[src/rtl/cache_pkg.sv]
// Shared types and geometry for the direct-mapped write-through data cache.
package cache_pkg;

  localparam int INDEXWIDTH = 6;
  localparam int TAGWIDTH   = 32 - INDEXWIDTH - 2;

  typedef enum logic [2:0] {
    IDLE,
    CHECK,
    REFILL,
    WRMEM,
    RESP
  } state_e;

  typedef struct packed {
    logic [TAGWIDTH-1:0]   tag;
    logic [INDEXWIDTH-1:0] index;
    logic [1:0]            offset;
  } addr_split_t;

  function automatic addr_split_t split_addr(input logic [31:0] addr);
    return addr_split_t'(addr);
  endfunction

endpackage

[src/rtl/cache_perf_cnt.sv]
// Hit/miss event counters, 16 bits each, wrapping silently on overflow.
module cache_perf_cnt (
  input  logic        clk,
  input  logic        rst,
  input  logic        hit_inc_i,
  input  logic        miss_inc_i,
  output logic [15:0] hit_cnt_o,
  output logic [15:0] miss_cnt_o
);

  logic [1:0]  inc;
  logic [15:0] cnt_q [2];

  assign inc = {miss_inc_i, hit_inc_i};

  for (genvar gi = 0; gi < 2; gi++) begin : g_cnt
    always_ff @(posedge clk) begin
      if (rst) begin
        cnt_q[gi] <= '0;
      end else if (inc[gi]) begin
        cnt_q[gi] <= cnt_q[gi] + 16'd1;
      end
    end
  end

  assign hit_cnt_o  = cnt_q[0];
  assign miss_cnt_o = cnt_q[1];

endmodule

[src/rtl/dcache_ctrl.sv]
// Direct-mapped, one-word-per-line, write-through/no-write-allocate cache controller.
// The valid/tag/data arrays live outside; this block sequences them and the memory port.
module dcache_ctrl
  import cache_pkg::*;
#(
  parameter int INDEXWIDTH = cache_pkg::INDEXWIDTH,
  parameter int TAGWIDTH   = cache_pkg::TAGWIDTH
) (
  input  logic                  clk,
  input  logic                  rst,
  input  logic                  core_req,
  input  logic                  core_write,
  input  logic [31:0]           core_addr,
  input  logic [31:0]           core_wdata,
  output logic [31:0]           core_rdata,
  output logic                  core_done,
  input  logic                  valid_in,
  output logic                  valid_web,
  output logic                  valid_cs,
  output logic                  valid_oe,
  output logic [INDEXWIDTH-1:0] addr_index,
  input  logic [TAGWIDTH-1:0]   tag_in,
  output logic [TAGWIDTH-1:0]   tag_out,
  output logic                  tag_we,
  input  logic [31:0]           data_in,
  output logic [31:0]           data_out,
  output logic                  data_we,
  output logic                  mem_req,
  output logic                  mem_write,
  output logic [31:0]           mem_addr,
  output logic [31:0]           mem_wdata,
  input  logic [31:0]           mem_rdata,
  input  logic                  mem_ack,
  output logic [15:0]           hit_cnt,
  output logic [15:0]           miss_cnt
);

  state_e      state_q, state_d;
  logic [29:0] addr_q;  // word address; byte offset is always zero
  logic        write_q;
  logic [31:0] wdata_q;
  logic [31:0] rdata_q, rdata_d;
  logic        hit, hit_inc, miss_inc;
  logic [1:0]  unused_offset;

  assign unused_offset = core_addr[1:0];
  assign hit           = valid_in & (tag_in == addr_q[29:INDEXWIDTH]);
  assign addr_index    = (state_q == IDLE) ? core_addr[INDEXWIDTH+1:2] : addr_q[INDEXWIDTH-1:0];
  assign core_rdata    = rdata_q;

  always_ff @(posedge clk) begin
    if (rst) begin
      state_q <= IDLE;
      addr_q  <= '0;
      write_q <= 1'b0;
      wdata_q <= '0;
      rdata_q <= '0;
    end else begin
      state_q <= state_d;
      rdata_q <= rdata_d;
      if (state_q == IDLE && core_req) begin
        addr_q  <= core_addr[31:2];
        write_q <= core_write;
        wdata_q <= core_wdata;
      end
    end
  end

  always_comb begin
    state_d   = state_q;
    rdata_d   = rdata_q;
    valid_oe  = 1'b0;
    valid_cs  = 1'b0;
    valid_web = 1'b0;
    tag_we    = 1'b0;
    tag_out   = '0;
    data_we   = 1'b0;
    data_out  = '0;
    mem_req   = 1'b0;
    mem_write = 1'b0;
    mem_addr  = '0;
    mem_wdata = '0;
    core_done = 1'b0;
    hit_inc   = 1'b0;
    miss_inc  = 1'b0;
    case (state_q)
      IDLE: begin
        if (core_req) state_d = CHECK;
      end
      CHECK: begin
        valid_oe = 1'b1;
        hit_inc  = hit;
        miss_inc = ~hit;
        if (write_q) begin
          // Update the line only if already present; the store always goes to memory.
          data_we  = hit;
          data_out = hit ? wdata_q : '0;
          state_d  = WRMEM;
        end else if (hit) begin
          rdata_d = data_in;
          state_d = RESP;
        end else begin
          state_d = REFILL;
        end
      end
      REFILL: begin
        mem_req  = 1'b1;
        mem_addr = {addr_q, 2'b00};
        if (mem_ack) begin
          valid_cs  = 1'b1;
          valid_web = 1'b1;
          tag_we    = 1'b1;
          tag_out   = addr_q[29:INDEXWIDTH];
          data_we   = 1'b1;
          data_out  = mem_rdata;
          rdata_d   = mem_rdata;
          state_d   = RESP;
        end
      end
      WRMEM: begin
        mem_req   = 1'b1;
        mem_write = 1'b1;
        mem_addr  = {addr_q, 2'b00};
        mem_wdata = wdata_q;
        if (mem_ack) state_d = RESP;
      end
      RESP: begin
        core_done = 1'b1;
        state_d   = IDLE;
      end
      default: state_d = IDLE;
    endcase
  end

  cache_perf_cnt u_perf_cnt (
    .clk        (clk),
    .rst        (rst),
    .hit_inc_i  (hit_inc),
    .miss_inc_i (miss_inc),
    .hit_cnt_o  (hit_cnt),
    .miss_cnt_o (miss_cnt)
  );

endmodule
[config.mk]
export PLATFORM = sky130hd
export DESIGN_NAME = dcache_ctrl
export DESIGN_NICKNAME = d
export VERILOG_FILES = /design/src/rtl/cache_pkg.sv /design/src/rtl/cache_perf_cnt.sv /design/src/rtl/dcache_ctrl.sv
export SDC_FILE = /design/constraint.sdc
export NUM_CORES = 1
export LEC_CHECK = 0
export CORE_AREA = 2 2 139 141
export DETAILED_ROUTE_END_ITERATION = 8
export DIE_AREA = 0 0 141 143
export GPL_ROUTABILITY_DRIVEN = 0
export GPL_TIMING_DRIVEN = 0
export PLACE_DENSITY = 0.82
export SYNTH_ARGS = -nofsm -noshare
export SYNTH_HDL_FRONTEND = slang
export SYNTH_HIERARCHICAL = 1
export SYNTH_SLANG_ARGS = --single-unit
[constraint.sdc]
create_clock -name clk -period 3.7 [get_ports clk]
set_input_delay 0.37 -clock clk [delete_from_list [all_inputs] [get_ports clk]]
set_output_delay 0.37 -clock clk [all_outputs]
set_load 0.02 [all_outputs]
run_1/metal_stack.png
Only two layers are drawn.
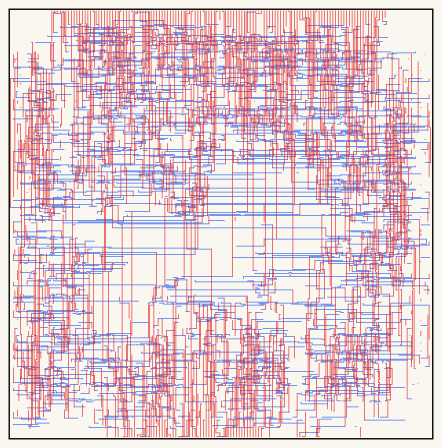
Key: met2 = red [wire length 13900 microns]; met1 = blue [wire length 11400 microns]

run_1/pdn.png
Scale bar: 50 microns. Pins as bars on the die edge. Tap cells in grey.
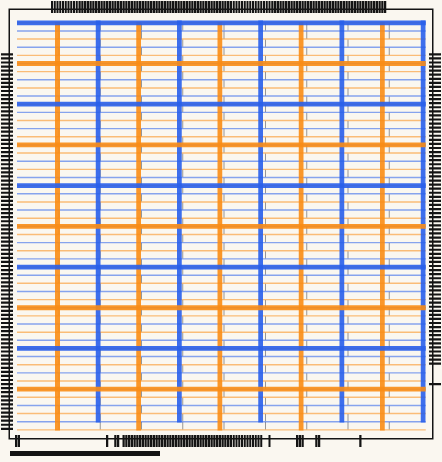
Key: VDD = blue; VSS = orange
234 tap cells. 356 signal pins sit on the boundary.

==> flow_metrics.env, run 1 <==
# implementation run metrics
export IMPL_maxPowerGroup="clock"
export IMPL_p_switching_mw=1.26
export IMPL_crit_fanout=10
export IMPL_status="completed"
export IMPL_nWellTaps=234
export IMPL_path_cells="clkdlybuf4s50_1, xor2_1, nor4_1, nand3_1, nor2_1, and4_2, clkbuf_4, a22o_1, clkdlybuf4s50_1"
export IMPL_worstPathArrival_ns=3.18
export IMPL_clkTransAtPathRegs_ns=0.06
export IMPL_min_from="wdata_q[23]"
export IMPL_dpl_hpwl_mm=21.3
export IMPL_dp_cells=1449
export IMPL_clock_latency_ns=0.42
export IMPL_fmax_ghz=0.282
export IMPL_crit_path_end_kind="output port"
export IMPL_holdPathStages=2
export IMPL_slowest_stage="clkdlybuf4s50_1"
export IMPL_rsz0062_at_grt="true"
export IMPL_powerClk_mw=1.71
export IMPL_synthSimpleGateAreaFrac=0.301
export IMPL_port_buffers=351
export IMPL_setup_viol=0
export IMPL_path_class="in2out"
export IMPL_met2_usage=0.467
export IMPL_gr_total_overflow=0
export IMPL_aoi_share=0.120
export IMPL_die_h_microns=143
export IMPL_fp_row_count=50
export IMPL_clk_share=0.0517
export IMPL_fp_coreArea_sq_mm=0.0186
export IMPL_chipArea_sq_mm=0.0202
export IMPL_fin_cells=1481
export IMPL_r2r_end="u_perf_cnt/cnt_q[1][10]"
export IMPL_power_frac_clock=0.398
export IMPL_wl_met3_mm=2.09
export IMPL_yosysTopAreaCellShare=0.274
export IMPL_grt_max_degree=17
export IMPL_comb_cells=656
export IMPL_drc_errors=0
export IMPL_cts_tree="yes"
export IMPL_cts_resized_gates=5
export IMPL_grt_pass1_wl_mm=41.6
export IMPL_hold_end="wdata_q[23]"
export IMPL_peakVddDrop_v=0.000302
export IMPL_flop_count=130
export IMPL_regToRegStartpoint="addr_q[12]"
run_1/met4.png
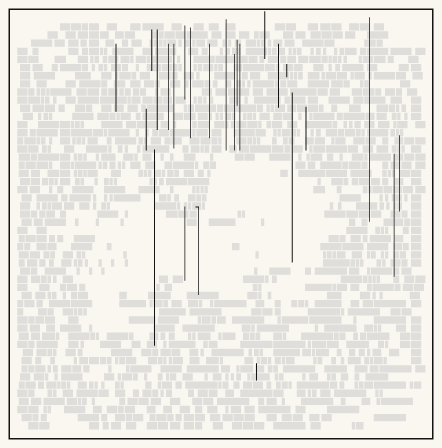
The layer holds 2.6% of the routed length. The longest straight run is 68.0 microns. The wires run mostly vertical. The layer carries 742 microns of wire.

## Run 2: what changed since run 1
- ABC_AREA: unset -> 1
- CORE_AREA: 2 2 139 141 -> 2 2 137 139
- DIE_AREA: 0 0 141 143 -> 0 0 139 141
- PLACE_DENSITY: 0.82 -> 0.86
==> run 2 against run 1 <==
Compared with the run above:
- combinational power rose to 3.2 times the previous value
- count of clock-buffer cells in the layout decreased by 1
- via count increased by 18%
- final cell count grew 19%
- die size fell by 2.8%
- sequential power up 23%
- register-to-register slack better by 0.43 ns
- first-iteration DRC count rose by 110%
- design area increased by 3.7%
- sequential share of layout area is 0.91 points lower
- largest power group is now combinational cells
==> flow_metrics.env, run 2 <==
# implementation run metrics
export IMPL_status="completed"
export IMPL_r2r_end="u_perf_cnt/cnt_q[0][6]"
export IMPL_crit_path_end_kind="output port"
export IMPL_clkTransAtPathRegs_ns=0.06
export IMPL_flop_count=130
export IMPL_power_frac_comb=0.436
export IMPL_pin_count=356
export IMPL_power_frac_clock=0.270
export IMPL_holdPathStages=2
export IMPL_syn_inst=1147
export IMPL_grt_max_degree=17
export IMPL_yosysTopAreaCellShare=0.259
export IMPL_powerClk_mw=1.87
export IMPL_synthSimpleGateAreaFrac=0.276
export IMPL_grt_pass1_wl_mm=46.0
export IMPL_regToRegStartpoint="addr_q[20]"
export IMPL_gr_total_overflow=0
export IMPL_dp_cells=1733
export IMPL_aoi_share=0.181
export IMPL_slowest_stage="clkdlybuf4s50_1"
export IMPL_chipArea_sq_mm=0.0196
export IMPL_fp_coreArea_sq_mm=0.0183
export IMPL_port_buffers=351
export IMPL_met2_usage=0.508
export IMPL_p_switching_mw=2.73
export IMPL_peakVddDrop_v=0.000331
export IMPL_buf_share=0.320
export IMPL_fin_cells=1767
export IMPL_rrSetupSlack_ns=1.37
export IMPL_maxPowerGroup="combinational cells"
export IMPL_wl_met3_mm=2.86
export IMPL_min_from="wdata_q[27]"
export IMPL_comb_cells=751
export IMPL_clk_share=0.0545
export IMPL_crit_fanout=10
export IMPL_nWellTaps=234
export IMPL_cts_resized_gates=1
export IMPL_fmax_ghz=0.278
export IMPL_clock_latency_ns=0.42
export IMPL_worstPathArrival_ns=3.22
export IMPL_drc_errors=0
export IMPL_setup_viol=0
export IMPL_path_cells="clkdlybuf4s50_1, xnor2_1, nand2_1, nor2_1, nand2_1, nor2_2, nand4_1, clkbuf_1, o22ai_1, clkdlybuf4s50_1"
export IMPL_cts_tree="yes"
run_2/pdn.png
Scale bar: 50 microns. Pins as bars on the die edge. Tap cells in grey.
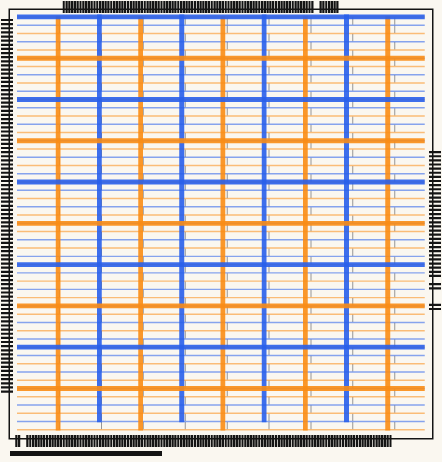
Key: VSS = orange; VDD = blue
51 met1 rails follow the rows. The core has 50 rows.

run_2/met4.png
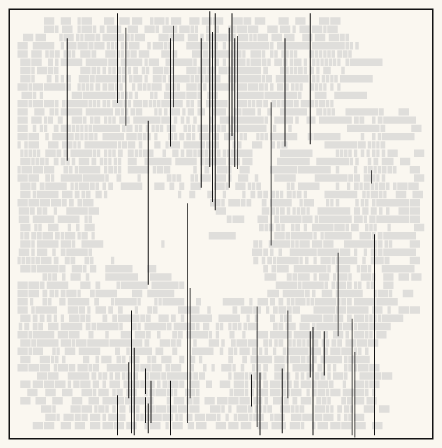
The layer holds 4.4% of the routed length. The wires run mostly vertical. The longest straight run is 72.1 microns. The layer carries 1350 microns of wire.

Power and IR drop assume default switching activity.
